File: src/rtl/spi_slave_core_pkg.sv
// Shared types and constants for the SPI slave core: FSM states, SPI mode
// encodings ({cpol, cpha}) and the default word width.
package spi_slave_core_pkg;

  localparam int unsigned DefaultDataW = 8;

  typedef enum logic {
    SpiStIdle   = 1'b0,
    SpiStActive = 1'b1
  } spi_state_e;

  // Mode is {cpol, cpha}
  typedef logic [1:0] spi_mode_t;

  localparam spi_mode_t SpiMode0 = 2'b00;
  localparam spi_mode_t SpiMode1 = 2'b01;
  localparam spi_mode_t SpiMode2 = 2'b10;
  localparam spi_mode_t SpiMode3 = 2'b11;

  // Modes 0 and 3 sample MOSI on the rising sclk edge, modes 1 and 2 on the falling edge.
  function automatic logic sample_on_rise(spi_mode_t mode);
    logic rise;
    unique case (mode)
      SpiMode0, SpiMode3: rise = 1'b1;
      SpiMode1, SpiMode2: rise = 1'b0;
    endcase
    return rise;
  endfunction

endpackage

File: src/rtl/spi_slave_core_if.sv
// Pin-side and parallel-side signal bundle of the SPI slave core.
// SPI_SLAVE_LSB_FIRST_EN adds the lsb_first bit-order select.
interface spi_slave_core_if
  import spi_slave_core_pkg::*;
#(
  parameter int unsigned DATA_W = DefaultDataW
);

  logic              sclk;
  logic              ss;
  logic              mosi;
  logic              miso;
  logic              miso_oe;
  logic              cpol;
  logic              cpha;
  logic [DATA_W-1:0] tx_data;
  logic              tx_valid;
  logic              tx_ready;
  logic [DATA_W-1:0] rx_data;
  logic              rx_valid;
  logic              ss_neg_edge;
  logic              ss_pos_edge;
  logic              frame_err;
  logic              tx_underrun;
`ifdef SPI_SLAVE_LSB_FIRST_EN
  logic              lsb_first;

  modport slave (
    input  sclk, ss, mosi, cpol, cpha, tx_data, tx_valid, lsb_first,
    output miso, miso_oe, tx_ready, rx_data, rx_valid, ss_neg_edge, ss_pos_edge,
           frame_err, tx_underrun
  );

  modport master (
    output sclk, ss, mosi, cpol, cpha, tx_data, tx_valid, lsb_first,
    input  miso, miso_oe, tx_ready, rx_data, rx_valid, ss_neg_edge, ss_pos_edge,
           frame_err, tx_underrun
  );
`else
  modport slave (
    input  sclk, ss, mosi, cpol, cpha, tx_data, tx_valid,
    output miso, miso_oe, tx_ready, rx_data, rx_valid, ss_neg_edge, ss_pos_edge,
           frame_err, tx_underrun
  );

  modport master (
    output sclk, ss, mosi, cpol, cpha, tx_data, tx_valid,
    input  miso, miso_oe, tx_ready, rx_data, rx_valid, ss_neg_edge, ss_pos_edge,
           frame_err, tx_underrun
  );
`endif

endinterface

File: src/rtl/spi_slave_core_sync.sv
// Multi-flop synchroniser bringing one asynchronous SPI pin into the clk domain.
module spi_slave_core_sync #(
  parameter int unsigned Stages   = 2,
  parameter logic        ResetVal = 1'b0
) (
  input  logic clk,
  input  logic rst,
  input  logic d_i,
  output logic q_o
);

  logic [Stages-1:0] sync_q;

  // Shift the pin value through the synchroniser chain.
  always_ff @(posedge clk or negedge rst) begin
    if (!rst) begin
      sync_q <= {Stages{ResetVal}};
    end else begin
      sync_q <= {sync_q[Stages-2:0], d_i};
    end
  end

  assign q_o = sync_q[Stages-1];

endmodule

File: src/rtl/spi_slave_core.sv
// SPI slave front end: synchronised pins, all four CPOL/CPHA modes, back-to-back words
// per frame, valid/ready TX holding register and RX strobe.
// Optional feature macro: SPI_SLAVE_LSB_FIRST_EN (adds lsb_first bit-order select).
module spi_slave_core
  import spi_slave_core_pkg::*;
#(
  parameter int unsigned       DATA_W      = DefaultDataW,
  parameter int unsigned       SYNC_STAGES = 2,
  parameter logic [DATA_W-1:0] TX_IDLE     = {DATA_W{1'b1}}
) (
  input logic             clk,
  input logic             rst,
  spi_slave_core_if.slave bus
);

  localparam int unsigned     CntW    = $clog2(DATA_W);
  localparam logic [CntW-1:0] LastBit = CntW'(DATA_W - 1);

  logic sclk_s, ss_s, mosi_s, sclk_q;

  spi_slave_core_sync #(.Stages(SYNC_STAGES), .ResetVal(1'b0)) u_sync_sclk (
    .clk(clk), .rst(rst), .d_i(bus.sclk), .q_o(sclk_s)
  );
  spi_slave_core_sync #(.Stages(SYNC_STAGES), .ResetVal(1'b1)) u_sync_ss (
    .clk(clk), .rst(rst), .d_i(bus.ss), .q_o(ss_s)
  );
  spi_slave_core_sync #(.Stages(SYNC_STAGES), .ResetVal(1'b0)) u_sync_mosi (
    .clk(clk), .rst(rst), .d_i(bus.mosi), .q_o(mosi_s)
  );

  // Delayed synchronised sclk for edge detection.
  always_ff @(posedge clk or negedge rst) begin
    if (!rst) sclk_q <= 1'b0;
    else      sclk_q <= sclk_s;
  end

  // ---------------------------------------------------------------- FSM
  spi_state_e state_q, state_d;
  logic enter, leave, run, active;

  // State register.
  always_ff @(posedge clk or negedge rst) begin
    if (!rst) state_q <= SpiStIdle;
    else      state_q <= state_d;
  end

  // Next state: a frame lasts while synchronised ss stays low.
  always_comb begin
    state_d = state_q;
    unique case (state_q)
      SpiStIdle:   if (!ss_s) state_d = SpiStActive;
      SpiStActive: if (ss_s)  state_d = SpiStIdle;
    endcase
  end

  // FSM decoded controls.
  always_comb begin
    enter  = 1'b0;
    leave  = 1'b0;
    run    = 1'b0;
    active = 1'b0;
    unique case (state_q)
      SpiStIdle:   enter = ~ss_s;
      SpiStActive: begin
        active = 1'b1;
        leave  = ss_s;
        run    = ~ss_s;
      end
    endcase
  end

  // ---------------------------------------------------------------- datapath
  logic              cpol_q, cpol_d, cpha_q, cpha_d;
  logic [CntW-1:0]   bit_cnt_q, bit_cnt_d;
  logic [DATA_W-1:0] rx_sh_q, rx_sh_d, tx_sh_q, tx_sh_d;
  logic [DATA_W-1:0] hold_q, hold_d, rx_data_q;
  logic              hold_full_q, hold_full_d;
  logic              first_q, first_d, last_q, last_d;
  logic              underrun_q, underrun_d;
  logic              word_done_q, rx_valid_q, ss_neg_q, ss_pos_q, frame_err_q, ready_en_q;
  logic              lsb_sel;
  logic              sclk_rise, sclk_fall, on_rise, samp, shft, word_end;
  logic              load_word, use_hold, accept, tx_ready;

`ifdef SPI_SLAVE_LSB_FIRST_EN
  logic lsb_q;

  // Bit order is fixed for the whole frame.
  always_ff @(posedge clk or negedge rst) begin
    if (!rst)       lsb_q <= 1'b0;
    else if (enter) lsb_q <= bus.lsb_first;
  end
  assign lsb_sel = lsb_q;
`else
  assign lsb_sel = 1'b0;
`endif

  // Edge classification and word-boundary events.
  always_comb begin
    sclk_rise = sclk_s & ~sclk_q;
    sclk_fall = ~sclk_s & sclk_q;
    on_rise   = sample_on_rise({cpol_q, cpha_q});
    samp      = run & (on_rise ? sclk_rise : sclk_fall);
    shft      = run & (on_rise ? sclk_fall : sclk_rise);
    word_end  = samp & (bit_cnt_q == LastBit);
    load_word = enter | (shft & last_q);
    use_hold  = load_word & hold_full_q;
    tx_ready  = ready_en_q & ~hold_full_q;
    accept    = bus.tx_valid & tx_ready;
  end

  // Next-state for shift registers, counters, holding register and sticky flag.
  always_comb begin
    cpol_d      = cpol_q;
    cpha_d      = cpha_q;
    bit_cnt_d   = bit_cnt_q;
    rx_sh_d     = rx_sh_q;
    tx_sh_d     = tx_sh_q;
    first_d     = first_q;
    last_d      = last_q;
    underrun_d  = underrun_q;
    hold_d      = hold_q;
    hold_full_d = accept | (hold_full_q & ~use_hold);
    if (accept) hold_d = bus.tx_data;

    if (enter) begin
      cpol_d     = bus.cpol;
      cpha_d     = bus.cpha;
      bit_cnt_d  = '0;
      first_d    = bus.cpha; // cpha=1: first leading edge only confirms the preloaded MSB
      last_d     = 1'b0;
      underrun_d = 1'b0;
    end

    if (samp) begin
      rx_sh_d   = lsb_sel ? {mosi_s, rx_sh_q[DATA_W-1:1]} : {rx_sh_q[DATA_W-2:0], mosi_s};
      bit_cnt_d = word_end ? '0 : bit_cnt_q + 1'b1;
      if (word_end) last_d = 1'b1;
    end

    if (shft) begin
      if (last_q)       last_d  = 1'b0;
      else if (first_q) first_d = 1'b0;
      else              tx_sh_d = lsb_sel ? (tx_sh_q >> 1) : (tx_sh_q << 1);
    end

    if (load_word) begin
      tx_sh_d = hold_full_q ? hold_q : TX_IDLE;
      if (!hold_full_q) underrun_d = 1'b1;
    end
  end

  // Datapath and output registers.
  always_ff @(posedge clk or negedge rst) begin
    if (!rst) begin
      cpol_q      <= 1'b0;
      cpha_q      <= 1'b0;
      bit_cnt_q   <= '0;
      rx_sh_q     <= '0;
      tx_sh_q     <= TX_IDLE;
      first_q     <= 1'b0;
      last_q      <= 1'b0;
      underrun_q  <= 1'b0;
      hold_q      <= '0;
      hold_full_q <= 1'b0;
      word_done_q <= 1'b0;
      rx_data_q   <= '0;
      rx_valid_q  <= 1'b0;
      ss_neg_q    <= 1'b0;
      ss_pos_q    <= 1'b0;
      frame_err_q <= 1'b0;
      ready_en_q  <= 1'b0;
    end else begin
      cpol_q      <= cpol_d;
      cpha_q      <= cpha_d;
      bit_cnt_q   <= bit_cnt_d;
      rx_sh_q     <= rx_sh_d;
      tx_sh_q     <= tx_sh_d;
      first_q     <= first_d;
      last_q      <= last_d;
      underrun_q  <= underrun_d;
      hold_q      <= hold_d;
      hold_full_q <= hold_full_d;
      word_done_q <= word_end;
      if (word_done_q) rx_data_q <= rx_sh_q;
      rx_valid_q  <= word_done_q;
      ss_neg_q    <= enter;
      ss_pos_q    <= leave;
      frame_err_q <= leave & (bit_cnt_q != '0);
      ready_en_q  <= 1'b1; // keeps tx_ready low while reset is asserted
    end
  end

  assign bus.miso        = lsb_sel ? tx_sh_q[0] : tx_sh_q[DATA_W-1];
  assign bus.miso_oe     = active;
  assign bus.tx_ready    = tx_ready;
  assign bus.rx_data     = rx_data_q;
  assign bus.rx_valid    = rx_valid_q;
  assign bus.ss_neg_edge = ss_neg_q;
  assign bus.ss_pos_edge = ss_pos_q;
  assign bus.frame_err   = frame_err_q;
  assign bus.tx_underrun = underrun_q;

endmodule

File: src/flat_wrapper.sv
// flat-port wrapper written by rule: the top's interface ports become plain ports
module spi_slave_core_flat import spi_slave_core_pkg::*;
#(
  parameter int unsigned       DATA_W      = DefaultDataW,
  parameter int unsigned       SYNC_STAGES = 2,
  parameter logic [DATA_W-1:0] TX_IDLE     = {DATA_W{1'b1}}
)
  (clk, rst, bus_sclk, bus_ss, bus_mosi, bus_cpol, bus_cpha, bus_tx_data, bus_tx_valid, bus_miso, bus_miso_oe, bus_tx_ready, bus_rx_data, bus_rx_valid, bus_ss_neg_edge, bus_ss_pos_edge, bus_frame_err, bus_tx_underrun);
  spi_slave_core_if #(.DATA_W(DATA_W)) bus_i ();
  input logic clk;
  input logic rst;
  input wire logic [$bits(bus_i.sclk)-1:0] bus_sclk;
  input wire logic [$bits(bus_i.ss)-1:0] bus_ss;
  input wire logic [$bits(bus_i.mosi)-1:0] bus_mosi;
  input wire logic [$bits(bus_i.cpol)-1:0] bus_cpol;
  input wire logic [$bits(bus_i.cpha)-1:0] bus_cpha;
  input wire logic [$bits(bus_i.tx_data)-1:0] bus_tx_data;
  input wire logic [$bits(bus_i.tx_valid)-1:0] bus_tx_valid;
  output wire logic [$bits(bus_i.miso)-1:0] bus_miso;
  output wire logic [$bits(bus_i.miso_oe)-1:0] bus_miso_oe;
  output wire logic [$bits(bus_i.tx_ready)-1:0] bus_tx_ready;
  output wire logic [$bits(bus_i.rx_data)-1:0] bus_rx_data;
  output wire logic [$bits(bus_i.rx_valid)-1:0] bus_rx_valid;
  output wire logic [$bits(bus_i.ss_neg_edge)-1:0] bus_ss_neg_edge;
  output wire logic [$bits(bus_i.ss_pos_edge)-1:0] bus_ss_pos_edge;
  output wire logic [$bits(bus_i.frame_err)-1:0] bus_frame_err;
  output wire logic [$bits(bus_i.tx_underrun)-1:0] bus_tx_underrun;
  assign bus_i.sclk = bus_sclk;
  assign bus_i.ss = bus_ss;
  assign bus_i.mosi = bus_mosi;
  assign bus_i.cpol = bus_cpol;
  assign bus_i.cpha = bus_cpha;
  assign bus_i.tx_data = bus_tx_data;
  assign bus_i.tx_valid = bus_tx_valid;
  assign bus_miso = bus_i.miso;
  assign bus_miso_oe = bus_i.miso_oe;
  assign bus_tx_ready = bus_i.tx_ready;
  assign bus_rx_data = bus_i.rx_data;
  assign bus_rx_valid = bus_i.rx_valid;
  assign bus_ss_neg_edge = bus_i.ss_neg_edge;
  assign bus_ss_pos_edge = bus_i.ss_pos_edge;
  assign bus_frame_err = bus_i.frame_err;
  assign bus_tx_underrun = bus_i.tx_underrun;
  spi_slave_core #(.DATA_W(DATA_W), .SYNC_STAGES(SYNC_STAGES), .TX_IDLE(TX_IDLE)) u_core (.clk(clk), .rst(rst), .bus(bus_i));
endmodule
File: config.mk
export PLATFORM = sky130hd
export DESIGN_NAME = spi_slave_core_flat
export DESIGN_NICKNAME = d
export VERILOG_FILES = /design/src/rtl/spi_slave_core_pkg.sv /design/src/rtl/spi_slave_core_if.sv /design/src/rtl/spi_slave_core_sync.sv /design/src/rtl/spi_slave_core.sv /design/src/flat_wrapper.sv
export SDC_FILE = /design/constraint.sdc
export NUM_CORES = 1
export LEC_CHECK = 0
export ABC_AREA = 1
export CAP_MARGIN = 30
export CORE_ASPECT_RATIO = 1.25
export CORE_MARGIN = 1.5
export CORE_UTILIZATION = 35
export DETAILED_ROUTE_END_ITERATION = 10
export GPL_TIMING_DRIVEN = 0
export HOLD_SLACK_MARGIN = 0.15
export SLEW_MARGIN = 20
export SYNTH_ARGS = -nofsm -noshare
export SYNTH_HDL_FRONTEND = slang
export SYNTH_HIERARCHICAL = 1
export SYNTH_SLANG_ARGS = --single-unit
File: constraint.sdc
create_clock -name clk -period 1.8 [get_ports clk]
set_clock_uncertainty 0.2 [all_clocks]
set_input_delay 0.45 -clock clk [delete_from_list [all_inputs] [get_ports clk]]
set_output_delay 0.45 -clock clk [all_outputs]
set_load 0.02 [all_outputs]
==> changes_impl.md, run 1 <==
### Physical design

* Post-synthesis cell count at 223
* Ys async rst share at 100.0%
* Clock root buffer: clkbuf_8
* CP startpoint kind: flip-flop
* Logic inverters at 32
* PnR worst setup slack at 0.09073 ns
* Critical path cell sequence: dlygate4sd2_1
* Vias per Instance at roughly 4.4
* Top Metal Used: met4
* Aoi share at under 10%
* Crit path DRT at 1.15 ns
* Pwr dens at 1020 mW/mm^2
* MaxCap Viol Count at 0
* Met1 GRT Util at 15.87%
* Hold/Removal Path Class: flip-flop to flip-flop
* Number of synthesized flops with an enable pin at 0
* Flop share of the area at approximately half
* Die Size at 0.006832 sq mm
* Chip area in the Yosys report at 0.002220 sq mm
* Post-CTS Resized at 20
* Diodes inserted at 0
* Comb/total area at 25.12%
* Setup tns final at 0 ns
* CP max stage cell: dfrtp_1
* First-pass detailed-route iteration total at 4
* Adder share at under 10%
* M3 GR Usage at 3.407%
* H-tree Lvls at 2
* Netlist Area Pre-Place at 0.002220 sq mm
* Met1 wire length at 1747 um
* CTS tree: built
* CORE AREA at 0.006166 sq mm
* Reg2reg end: u_core/tx_sh_q[1]
* Psw at 0.0007938 W
* Top logic family: simple AND/OR/NAND/NOR gates
* Clock power frac at between 20% and 30%
* Finished layout cell area at 0.002705 sq mm
* FP Core Util at 36.00%
* Layout cell share with drive strength beyond 1 at 15.97%
* Tot Pwr at between 0.002 and 0.003 W
* Leak at 1.347 nW
* Registers at approximately 55
* Crit Path Max Fanout at 4
* Clock-net power at approximately 0.00068 W
* Fmax at 0.5850 GHz
* Critical R2R Launch: u_core/u_sync_sclk/sync_q[1]
* Final Util at 43.87%
* Top cells by count, synth: 48 x nand2_1, 45 x dfrtp_1, 28 x inv_1
* Area fraction in xor and xnor cells at 0%
* Top-count cell post-synth: nand2_1
* Worst-Margin Slew at roughly 0.67 ns
* Setup violations, final at 0
* Most used logic cell in the final layout: nand2_1
* DRC errors left at 0
* CLK BUF at 5
* Max-slew headroom at 55.35%
* Pwr top: registers
* Hold Path Sink: u_core/u_sync_sclk/sync_q[1]
* Post-synth seq share at 62.57%
* Register share of total power at 57.4%
* Combinational share of power at 18.1%
* Crit path depth at 1
* Top area contributor share at 50.73%
* Main flop type: dfrtp_1
* Minimum clock period at approximately 1.7 ns
* Synth warn at 6
* CTS Hold Buffers Added at 1
* RSZ-0062 raised after global routing: no
* Crit end category: output pin
* Final net count at roughly 280
* Tool warnings at 27
* Most instantiated logic cells after routing: 48 x nand2_1, 45 x dfrtp_1, 28 x inv_1, 19 x nand3_1, 18 x nor2_1
* Gr ovfl total at 0
* Die width at 74.23 um
* Area contributors post-synth: dfrtp_1 51%, dfstp_2 12%, nand2_1 8.1%, inv_1 4.7%, mux2_2 4.6%
* CP Class: flip-flop to output pin
* Gate Area at 679.4 sq um
* Largest class: sequential cells
* Initial antenna violation count at 0
* DPL Wire Length at about 2600 um
* Postcts setup bufs at 0
* DP Area at about 0.0026 sq mm
* Latency at later pin at 0.31 ns
* Seq pwr at around 0.0016 W
* RD Place Congestion at 0.7209
* GRT met2 Usage at 20.76%
* Die Ht at between 90 and 100 um
* Largest net degree at the start of global routing at 56
* Syn_nets at 242
* Routed wl met3 at 175 um
* Cell taking the most area after synthesis: dfrtp_1
* Crit. Startpoint: u_core/state_q
* Yosys cell count at ~220
* Initial DRC count at ~84
* Final Non-Filler Cells at 348
* CTS sink count at 55
* Outcome: finished, final reports clean
* Switching Fraction at around 29%
* Internal Power at 0.001965 W
* CP delay by family, top: flip-flops
* Vias in the first global route at between 1500 and 2000
* Flops after synth at 55
* Multi-input gate count at ~130
* R2R Setup Slk at 0.23 ns
* First-pass GRT wire length at 6789 um
* I/O Buffers at 31
* Final period util at 94.96%
* Grt peak-use layer: met2
* WP data arrival at ~1.1 ns
* Min-Delay Path Depth at 0
* FF+latch area at 0.001389 sq mm
* Layout Area Growth over Synthesis at 21.87%
* Placed cell count at around 340
* Met2 wire length at 1815 um
* R2R depth at 10
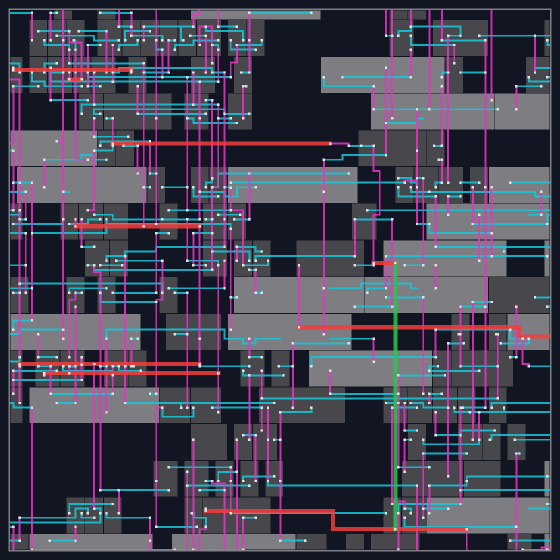
Figure 1: run 1, layout detail.
Window x 17 to 57, y 26 to 66 um. Cells in gray, sequential cells in the stronger gray; small squares are vias.
| color | layer |
|---|---|
| green | metal 4 |
| cyan | metal 1 |
| red | metal 3 |
| magenta | metal 2 |
sequential cells in the window: 14
cells with their middle in the window: 113
most frequent: nand2_1 (32), nand3_1 (17), inv_1 (16)
netlist names of flops here include: u_core/tx_sh_q (6), u_core/bit_cnt_q (3), u_core/rx_sh_q (3)

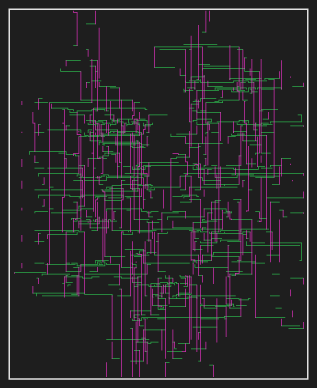
Figure 2: run 1, wiring by layer.
Scale: 4 px per um. Two of the layers only.
| color | layer | wire length |
|---|---|---|
| green | metal 1 | 1750 um |
| magenta | metal 2 | 1820 um |
total track usage: 12.69%
Vias: 1533
DR WL/cell: 10.89 um
final wirelength: 3789 um

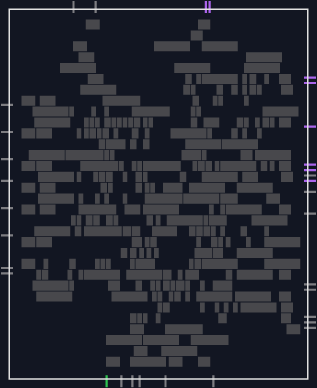
Figure 3: run 1, pin placement.
Scale: 4 px per um. Pins as bars across the die edge, other pins in gray.
| color | port | pins | direction | edge |
|---|---|---|---|---|
| purple | bus_rx_data | 8 | output | 6 right, 2 top |
| green | bus_sclk | 1 | input | bottom |
all pins by edge: 14 right, 8 left, 6 bottom, 4 top

## Run 2: what changed since run 1
--- a/config.mk
+++ b/config.mk
@@ -6,7 +6,7 @@
 export NUM_CORES = 1
 export LEC_CHECK = 0
 export ABC_AREA = 1
-export CAP_MARGIN = 30
+export CAP_MARGIN = 20
 export CORE_ASPECT_RATIO = 1.25
 export CORE_MARGIN = 1.5
 export CORE_UTILIZATION = 35
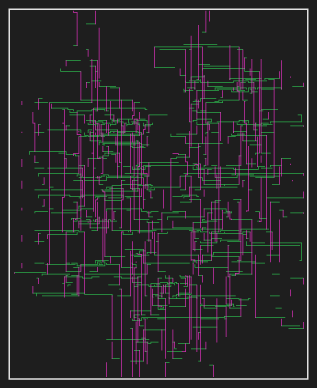
Figure 4: run 2, wiring by layer.
Scale: 4 px per um. Two of the layers only.
| color | layer | wire length |
|---|---|---|
| magenta | metal 2 | 1820 um |
| green | metal 1 | 1750 um |

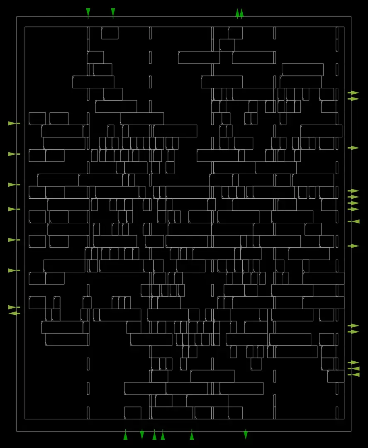
Figure 5: run 2, cell outlines without signal wires.
tapcell count: 85
fillers: 651
Final Non-Filler Cells: 348

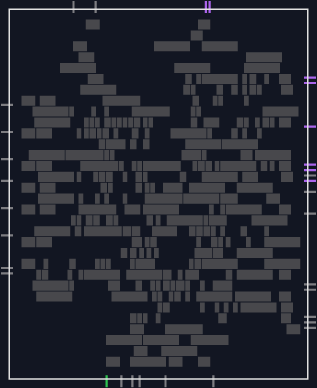
Figure 6: run 2, pin placement.
Scale: 4 px per um. Pins as bars across the die edge, other pins in gray.
| color | port | pins | direction | edge |
|---|---|---|---|---|
| purple | bus_rx_data | 8 | output | 6 right, 2 top |
| green | bus_sclk | 1 | input | bottom |
all pins by edge: 14 right, 8 left, 6 bottom, 4 top

==> run 2 against run 1 <==
Net effect: worst setup slack stayed put; area after synthesis unchanged; sequential power hardly changed; power unchanged; maximum frequency did not move; clock power is essentially flat; critical path type unchanged.
==> changes_impl.md, run 2 <==
### Physical design

* Outcome: finished, final reports clean
* Vias at 1533 (unchanged)
* Crit path DRT at 1.15 ns (about the same)
* CORE AREA at 0.006166 sq mm (unchanged)
* Largest net degree at the start of global routing at 56 (unchanged)
* Hold/Removal Path Class: flip-flop to flip-flop
* Clock power frac at 24.5% (about the same)
* Diodes inserted at 0 (unchanged)
* Register share of total power at 57.4% (about the same)
* Layout Area Growth over Synthesis at 21.87% (unchanged)
* Pwr dens at 1020 mW/mm^2 (unchanged)
* Main flop type: dfrtp_1
* Flops after synth at 55 (unchanged)
* Cell taking the most area after synthesis: dfrtp_1
* Area fraction in xor and xnor cells at 0% (unchanged)
* Pwr top: registers
* Crit path depth at 1 (unchanged)
* Die Ht at 92.04 um (unchanged)
* Tool warnings at 27 (unchanged)
* Top Metal Used: met4
* Gr ovfl total at 0 (unchanged)
* Top-count cell post-synth: nand2_1
* Tot Pwr at 0.002759 W (unchanged)
* CLK BUF at 5 (unchanged)
* CP startpoint kind: flip-flop
* DP Area at 0.002634 sq mm (unchanged)
* DPL Wire Length at 2597 um (unchanged)
* Final period util at 94.96% (unchanged)
* CP delay by family, top: flip-flops
* Largest class: sequential cells
* I/O Buffers at 31 (unchanged)
* First-pass detailed-route iteration total at 4 (unchanged)
* Postcts setup bufs at 0 (unchanged)
* Netlist Area Pre-Place at 0.002220 sq mm (unchanged)
* Top area contributor share at 50.73% (unchanged)
* Logic inverters at 32 (unchanged)
* DR WL/cell at 10.89 um (unchanged)
* Final wirelength at 3789 um (unchanged)
* Top logic family: simple AND/OR/NAND/NOR gates
* Fmax at 0.5850 GHz (unchanged)
* Grt peak-use layer: met2
* Die width at 74.23 um (unchanged)
* CTS Hold Buffers Added at 1 (unchanged)
* Aoi share at 6.088% (unchanged)
* Final net count at 281 (unchanged)
* Minimum clock period at 1.709 ns (unchanged)
* DRC errors left at 0 (unchanged)
* Met1 GRT Util at 15.87% (unchanged)
* Leak at 1.347 nW (unchanged)
* Clock root buffer: clkbuf_8
* Registers at 55 (unchanged)
* Met2 wire length at 1815 um (unchanged)
* Reg2reg end: u_core/tx_sh_q[1]
* H-tree Lvls at 2 (unchanged)
* Area contributors post-synth: dfrtp_1 51%, dfstp_2 12%, nand2_1 8.1%, inv_1 4.7%, mux2_2 4.6%
* Setup violations, final at 0 (unchanged)
* Latency at later pin at 0.31 ns (about the same)
* FP Core Util at 36.00% (unchanged)
* RD Place Congestion at 0.7209 (unchanged)
* Internal Power at 0.001965 W (unchanged)
* Yosys cell count at 223 (unchanged)
* First-pass GRT wire length at 6789 um (unchanged)
* PnR worst setup slack at 0.09073 ns (unchanged)
* Max-slew headroom at 55.35% (unchanged)
* Most instantiated logic cells after routing: 48 x nand2_1, 45 x dfrtp_1, 28 x inv_1, 19 x nand3_1, 18 x nor2_1
* Vias in the first global route at 1559 (unchanged)
* Multi-input gate count at 132 (unchanged)
* Vias per Instance at 4.405 (unchanged)
* Post-CTS Resized at 20 (unchanged)
* Placed cell count at 339 (unchanged)
* Finished layout cell area at 0.002705 sq mm (unchanged)
* Min-Delay Path Depth at 0 (unchanged)
* Switching Fraction at 28.77% (unchanged)
* Final Util at 43.87% (unchanged)
* Post-synth seq share at 62.57% (unchanged)
* Combinational share of power at 18.1% (about the same)
* Syn_nets at 242 (unchanged)
* FF+latch area at 0.001389 sq mm (unchanged)
* CTS tree: built
* Met1 wire length at 1747 um (unchanged)
* Routed wl met3 at 175 um (unchanged)
* Comb/total area at 25.12% (unchanged)
* CTS sink count at 55 (unchanged)
* Psw at 0.0007938 W (unchanged)
* Crit end category: output pin
* Worst-Margin Slew at 0.6698 ns (unchanged)
* Critical path cell sequence: dlygate4sd2_1
* Adder share at 1.691% (unchanged)
* Most used logic cell in the final layout: nand2_1
* R2R depth at 10 (unchanged)
* Post-synthesis cell count at 223 (unchanged)
* Top cells by count, synth: 48 x nand2_1, 45 x dfrtp_1, 28 x inv_1
Figure 7. Met2 routing (run 2).
Scale: 4 px per um. Cells faint in the background.
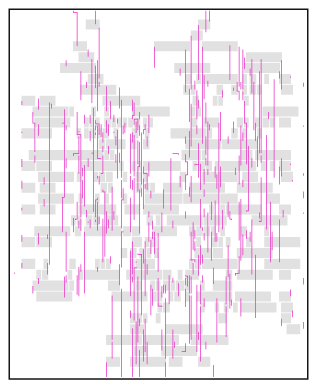

## Run 3: what changed since run 2
--- a/config.mk
+++ b/config.mk
@@ -6,13 +6,13 @@
 export NUM_CORES = 1
 export LEC_CHECK = 0
 export ABC_AREA = 1
-export CAP_MARGIN = 20
 export CORE_ASPECT_RATIO = 1.25
 export CORE_MARGIN = 1.5
 export CORE_UTILIZATION = 35
 export DETAILED_ROUTE_END_ITERATION = 10
 export GPL_TIMING_DRIVEN = 0
 export HOLD_SLACK_MARGIN = 0.15
+export PLACE_DENSITY = 0.59
 export SLEW_MARGIN = 20
 export SYNTH_ARGS = -nofsm -noshare
 export SYNTH_HDL_FRONTEND = slang
==> constraint.sdc (replaced) <==
create_clock -name clk -period 1.5 [get_ports clk]
set_clock_uncertainty 0.2 [all_clocks]
set_input_delay 0.375 -clock clk [delete_from_list [all_inputs] [get_ports clk]]
set_output_delay 0.375 -clock clk [all_outputs]
set_load 0.02 [all_outputs]
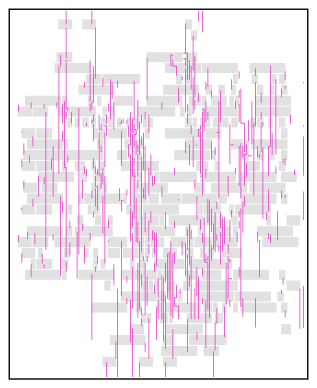
Figure 8: run 3, met2 routing.
Scale: 4 px per um. Cells faint in the background.
share of all routed wire: 49%
main direction: vertical

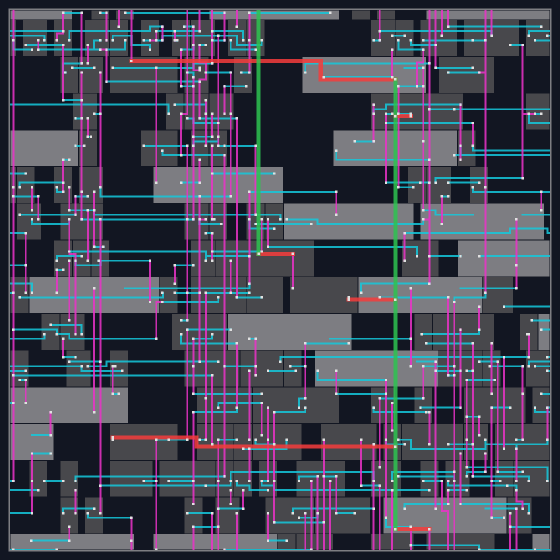
Figure 9: run 3, layout detail.
Window x 17 to 57, y 26 to 66 um. Cells in gray, sequential cells in the stronger gray; small squares are vias.
| color | layer |
|---|---|
| red | metal 3 |
| green | metal 4 |
| magenta | metal 2 |
| cyan | metal 1 |
cells with their middle in the window: 119
most frequent: nand2_1 (26), nand3_1 (15), inv_1 (14)
netlist names of flops here include: u_core/tx_sh_q (5), u_core/bit_cnt_q (3), u_core/rx_sh_q (3)
sequential cells in the window: 13

==> run 3 against run 2 <==
Net effect: the run now ends with negative setup slack left; sequential cell count unchanged; combinational power increased by 45%; final area increased by 7.7%; critical path depth unchanged; clock power increased by 54%; register-to-register slack got worse by 0.26 ns; sequential power increased by about 20%; highest routed layer unchanged.
==> changes_impl.md, run 3 <==
### Physical design

* Register share of total power at 51.9% (-5.5 points)
* Tot Pwr at 0.003668 W (+33%)
* Final wirelength at 3967 um (+4.7%)
* Final Non-Filler Cells at 359 (+3.2%)
* Top-count cell post-synth: nand2_1
* Signal buf overhead at 13.74%
* Reg2reg end: u_core/rx_sh_q[2]
* Number of synthesized flops with an enable pin at 0
* FF+latch area at 0.001390 sq mm (about the same)
* CP delay by family, top: flip-flops
* Pwr top: registers
* Largest net degree at the start of global routing at 56 (unchanged)
* Routed wl met3 at 158 um (-9.7%)
* Outcome: finished with violations
* Detail Route Antenna Nets at 0
* Crit. Startpoint: u_core/tx_sh_q[7]
* Hold Path Sink: u_core/u_sync_ss/sync_q[1]
* Placed cell count at 339 (unchanged)
* Aoi share at 6.088% (unchanged)
* Top Metal Used: met4
* First-pass detailed-route iteration total at 6 (+2)
* Top cells by count, synth: 48 x nand2_1, 45 x dfrtp_1, 28 x inv_1
* Grt peak-use layer: met2
* Die width at 74.23 um (unchanged)
* DP Area at 0.002636 sq mm (about the same)
* Minimum clock period at 1.564 ns
* ClkCell Share at 4.165%
* Crit path DRT at 0.92 ns (-0.23 ns)
* Syn_nets at 242 (unchanged)
* Largest class: sequential cells
* Row count at 32
* Layout Area Growth over Synthesis at 31.29%
* Clock power frac at 28.3% (+3.8 points)
* Comb/total area at 26.36% (+1.2 points)
* RD Place Congestion at 0.7295 (+1.2%)
* Post-CTS Resized at 76 (+280%)
* CTS Hold Buffers Added at 1 (unchanged)
* Distinct lib cells used at 22
* Gr ovfl total at 0 (unchanged)
* Combinational share of power at 19.8% (+1.7 points)
* Pwr dens at 1259 mW/mm^2 (+23%)
* Postcts setup bufs at 4 (+4)
* Crit end category: output pin
* DR WL/cell at 11.05 um (+1.5%)
* Failing checks: negative setup slack
* Vias in the first global route at 1513 (-3.0%)
* H-tree Lvls at 2 (unchanged)
* Min Hold Slack at 0.1596 ns
* Tapcell count at 85 (unchanged)
* Crit path depth at 1 (unchanged)
* Fmax at 0.6392 GHz
* Cell taking the most area after synthesis: dfrtp_1
* CTS tree: built
* Hold/Removal Path Class: flip-flop to flip-flop
* Worst setup path end: bus_miso
* Logic inverters at 32 (unchanged)
* Clock root buffer: clkbuf_8
* CTS sink count at 55 (unchanged)
* Top area contributor share at 50.73% (unchanged)
* Top logic family: simple AND/OR/NAND/NOR gates
* First-pass GRT wire length at 6762 um (-0.40%)
* GRT met2 Usage at 20.01%
* Met1 GRT Util at 16.54% (+0.66 points)
* FP Core Util at 36.00% (unchanged)
* Latency at later pin at 0.31 ns (about the same)
* Tool warnings at 29 (+7.4%)
* Area contributors post-synth: dfrtp_1 51%, dfstp_2 12%, nand2_1 8.1%, inv_1 4.7%, mux2_2 4.6%
* VDD IR max at 0.0005588 V
* Internal Power at 0.002662 W (+35%)
* CP startpoint kind: flip-flop
* Yosys cell count at 223 (unchanged)
* Final net count at 292 (+3.9%)
* Registers at 55 (unchanged)
* Final period util at 104.3%
* Clk pin slew, worst setup/hold paths at 0.10 ns
* Seq pwr at around 0.0019 W
* CLK BUF at 6 (+1)
* Main flop type: dfrtp_1
* Post-synth seq share at 62.57% (unchanged)
* R2R depth at 8 (-2)
* Most instantiated logic cells after routing: 44 x dfrtp_1, 41 x nand2_1, 22 x inv_1, 16 x nor2_1, 15 x nand3_1
* Finished layout cell area at 0.002914 sq mm (+7.7%)
* Max-slew headroom at 54.95% (-0.40 points)
* Worst-Margin Slew at 0.6758 ns (+0.005980 ns)
* Psw at 0.001007 W (+27%)
* Most used logic cell in the final layout: dfrtp_1
* DPL Wire Length at 2457 um (-5.4%)
* Min-Delay Path Depth at 0 (unchanged)
* Area fraction in xor and xnor cells at 0% (unchanged)
* Flops after synth at 55 (unchanged)
* Die Ht at 92.04 um (unchanged)
* PnR worst setup slack at -0.06447 ns (-0.1552 ns)
* Switching Fraction at 27.44% (-1.3 points)
* DRC errors left at 0 (unchanged)
* Leak at 1.427 nW (+6.0%)
* Setup violations, final at 7 (+7)
* Maximum clock path buffer count at 2
* Adder share at 1.691% (unchanged)
* Met1 wire length at 1817 um (+4.0%)
* Multi-input gate count at 132 (unchanged)
* Critical path cell sequence: buf_6
* Diodes inserted at 0 (unchanged)
* Vias at 1590 (+3.7%)
* Vias per Instance at 4.429 (+0.54%)
* Met2 wire length at 1929 um (+6.3%)
* I/O Buffers at 31 (unchanged)
* Netlist Area Pre-Place at 0.002220 sq mm (unchanged)
* Post-synthesis cell count at 223 (unchanged)
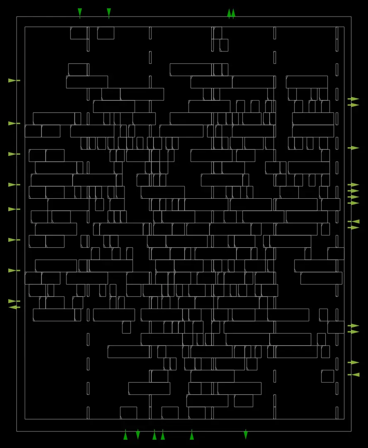
Figure 10: run 3, cell outlines without signal wires.
flop share of the area: 47.70%
Final Util: 47.26%
CORE AREA: 0.006166 sq mm
fillers: 633

Power figures rest on the tool's default switching activity, not on a simulated workload.
